File: src/rtl/dmem_arbiter.sv
// Two-master arbiter sharing one data_memory port: core load/store (m0) and loader/DMA (m1).
// Build with DMEM_ARB_RR_EN defined for round-robin; otherwise m0 has fixed priority.
module dmem_arbiter #(
  parameter int unsigned DATA_WIDTH = 64
) (
  input  logic                  clk,
  input  logic                  rst_n,

  input  logic                  m0_req,
  input  logic                  m0_we,
  input  logic [DATA_WIDTH-1:0] m0_addr,
  input  logic [2:0]            m0_rw_type,
  input  logic [DATA_WIDTH-1:0] m0_wdata,
  output logic                  m0_ack,
  output logic [DATA_WIDTH-1:0] m0_rdata,

  input  logic                  m1_req,
  input  logic                  m1_we,
  input  logic [DATA_WIDTH-1:0] m1_addr,
  input  logic [2:0]            m1_rw_type,
  input  logic [DATA_WIDTH-1:0] m1_wdata,
  output logic                  m1_ack,
  output logic [DATA_WIDTH-1:0] m1_rdata,

  output logic                  W_en,
  output logic                  R_en,
  output logic [DATA_WIDTH-1:0] addr,
  output logic [2:0]            RW_type,
  output logic [DATA_WIDTH-1:0] WD,
  input  logic [DATA_WIDTH-1:0] RD
);

  typedef enum logic [1:0] {
    ST_IDLE = 2'd0,
    ST_GNT0 = 2'd1,
    ST_GNT1 = 2'd2
  } state_e;

  state_e                state_q, state_d;
  logic                  last_gnt_q, last_gnt_d;
  logic [DATA_WIDTH-1:0] m0_rdata_q, m0_rdata_d;
  logic [DATA_WIDTH-1:0] m1_rdata_q, m1_rdata_d;
  logic                  pick1_c;

  // Winner when arbitrating in IDLE: 1 selects master 1.
`ifdef DMEM_ARB_RR_EN
  assign pick1_c = m1_req & (~m0_req | ~last_gnt_q);
`else
  assign pick1_c = m1_req & ~m0_req;
`endif

  always_ff @(posedge clk or negedge rst_n) begin
    if (!rst_n) begin
      state_q    <= ST_IDLE;
      last_gnt_q <= 1'b1;
      m0_rdata_q <= '0;
      m1_rdata_q <= '0;
    end else begin
      state_q    <= state_d;
      last_gnt_q <= last_gnt_d;
      m0_rdata_q <= m0_rdata_d;
      m1_rdata_q <= m1_rdata_d;
    end
  end

  // Every grant lasts exactly one cycle, then the arbiter re-evaluates from IDLE.
  always_comb begin
    state_d = state_q;
    case (state_q)
      ST_IDLE: begin
        if (m0_req || m1_req) begin
          state_d = pick1_c ? ST_GNT1 : ST_GNT0;
        end
      end
      default: state_d = ST_IDLE;
    endcase
  end

  // Memory port and acks decode straight from state, so reset kills an access at once.
  always_comb begin
    W_en    = 1'b0;
    R_en    = 1'b0;
    addr    = '0;
    RW_type = 3'b000;
    WD      = '0;
    m0_ack  = 1'b0;
    m1_ack  = 1'b0;
    case (state_q)
      ST_GNT0: begin
        addr    = m0_addr;
        RW_type = m0_rw_type;
        WD      = m0_wdata;
        W_en    = m0_req & m0_we;
        R_en    = m0_req & ~m0_we;
        m0_ack  = m0_req;
      end
      ST_GNT1: begin
        addr    = m1_addr;
        RW_type = m1_rw_type;
        WD      = m1_wdata;
        W_en    = m1_req & m1_we;
        R_en    = m1_req & ~m1_we;
        m1_ack  = m1_req;
      end
      default: ;
    endcase
  end

  // Read capture and completed-grant history.
  always_comb begin
    m0_rdata_d = m0_rdata_q;
    m1_rdata_d = m1_rdata_q;
    last_gnt_d = last_gnt_q;
    if (state_q == ST_GNT0 && R_en) begin
      m0_rdata_d = RD;
    end
    if (state_q == ST_GNT1 && R_en) begin
      m1_rdata_d = RD;
    end
    if (m0_ack) begin
      last_gnt_d = 1'b0;
    end else if (m1_ack) begin
      last_gnt_d = 1'b1;
    end
  end

  assign m0_rdata = m0_rdata_q;
  assign m1_rdata = m1_rdata_q;

  a_one_hot_ack: assert property (@(posedge clk) disable iff (!rst_n) !(m0_ack && m1_ack));

endmodule

File: config.mk
export PLATFORM = sky130hd
export DESIGN_NAME = dmem_arbiter
export DESIGN_NICKNAME = d
export VERILOG_FILES = /design/src/rtl/dmem_arbiter.sv
export SDC_FILE = /design/constraint.sdc
export NUM_CORES = 1
export LEC_CHECK = 0
export CAP_MARGIN = 10
export CORE_AREA = 2 2 229 231
export CTS_BUF_LIST = sky130_fd_sc_hd__clkbuf_16
export DETAILED_ROUTE_END_ITERATION = 6
export DIE_AREA = 0 0 231 233
export PLACE_DENSITY = 0.49
export SKIP_CTS_REPAIR_TIMING = 1
export SYNTH_ARGS = -nofsm -noshare
export SYNTH_HDL_FRONTEND = slang
export SYNTH_SLANG_ARGS = --single-unit
File: constraint.sdc
create_clock -name clk -period 2.58 [get_ports clk]
set_clock_uncertainty 0.05 [all_clocks]
set_input_delay 0.645 -clock clk [delete_from_list [all_inputs] [get_ports clk]]
set_output_delay 0.645 -clock clk [all_outputs]
set_load 0.05 [all_outputs]
Figure 1. Met4 routing.
(1.5 px per um) Cells faint in the background.
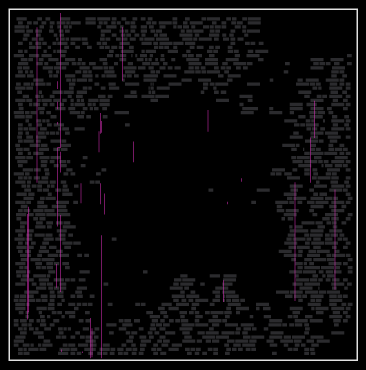
share of all routed wire: 2.2%
longest straight run: 103 um
main direction: vertical
nets with wire on the layer: 27

Figure 2. Routed metal, one colour a layer.
(1.5 px per um)
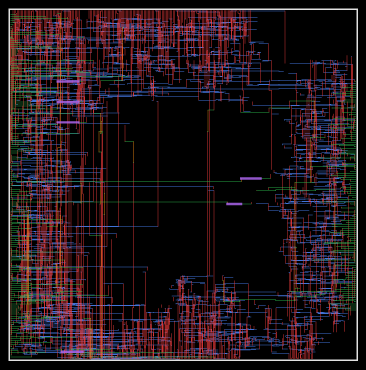
legend:
  metal 1:
    colour: blue
    wire_length: 16300 um
  metal 3:
    colour: green
    wire_length: 4100 um
  metal 4:
    colour: orange
    wire_length: 963 um
  metal 5:
    colour: purple
    wire_length: 77.3 um
  metal 2:
    colour: red
    wire_length: 22.2 mm

Figure 3. Sequential cells coloured by netlist name.
(2 px per um)
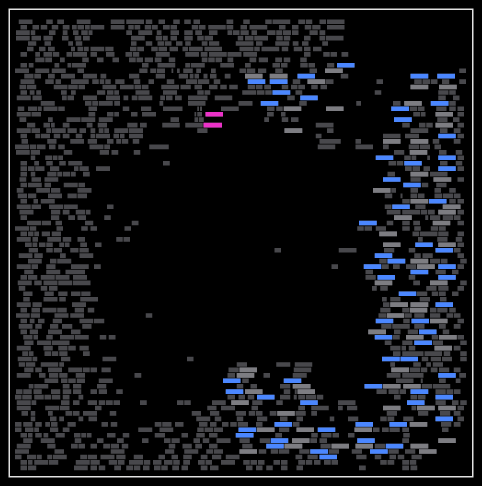
legend:
  `m0_rdata`:
    colour: blue
    sequential_cells: 64
  `state_q`:
    colour: magenta
    sequential_cells: 2
not coloured: 64
Final Core Density: 35.2%
Seq power: 3130 uW
sequential cell area share: 18.1%
Seq. cell area: 0.00325 mm2

Figure 4. Routing congestion map.
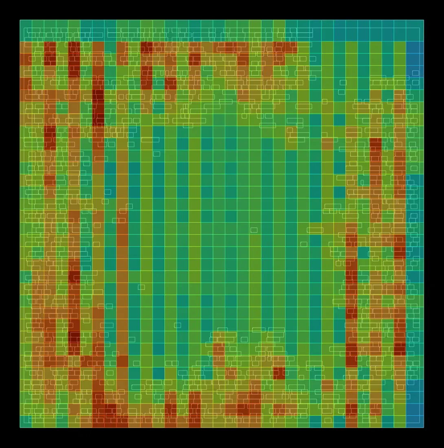
GR peak layer: met2
M3 GR Usage: 6.24%
Routed WL per cell: 22.7 um

==> reports/summary.txt <==
Final setup viols: 129
Die Size: 0.0538 mm2
Tot GR Track Use: 14.6%
Synth area leader: dfrtp_1
RSZ-0062 raised after global routing: true
Largest net degree at the start of global routing: 73
Vias: 7618
CTS Buffer Depth: 2
Post-route setup slack: -0.155 ns
Failing checks: setup timing
Cell count after placement: 1865
Stages on worst setup path: 7
Comb gates: 408
Flop pwr share: 20.3%
Non-Filler Instances: 1925
Final Hold Fails: 0
Num rows: 83
Top-area cell share: 44.4%
Layout cell share with drive strength beyond 1: 46.5%
Critical Path Source: state_q[0]$_DFFE_PN0P_
IO buf count: 594
Switch share: 43.6%
Post-synth top cells: a22oi_1 (131), nor2b_1 (131), dfrtp_1 (130)
Top layer reached by signal wires: met5
R2r endpoint: m1_rdata[63]$_DFFE_PN0P_
Commonest Layout Cell: clkdlybuf4s50_1
DRT met1 WL: 16.3 mm
Start of the worst register-to-register path: state_q[0]$_DFFE_PN0P_
Adder share: 0.683%
Total wire length: 43.7 mm
Run status: complete, but fails checks
Area growth, synth to finish: 145%
Root buffer cell: clkbuf_16
Die height: 233 um
Simple share: 12.1%
CP Data Required Time: 1.88 ns
No activity file was given, so power comes from the tool's default toggle rates.
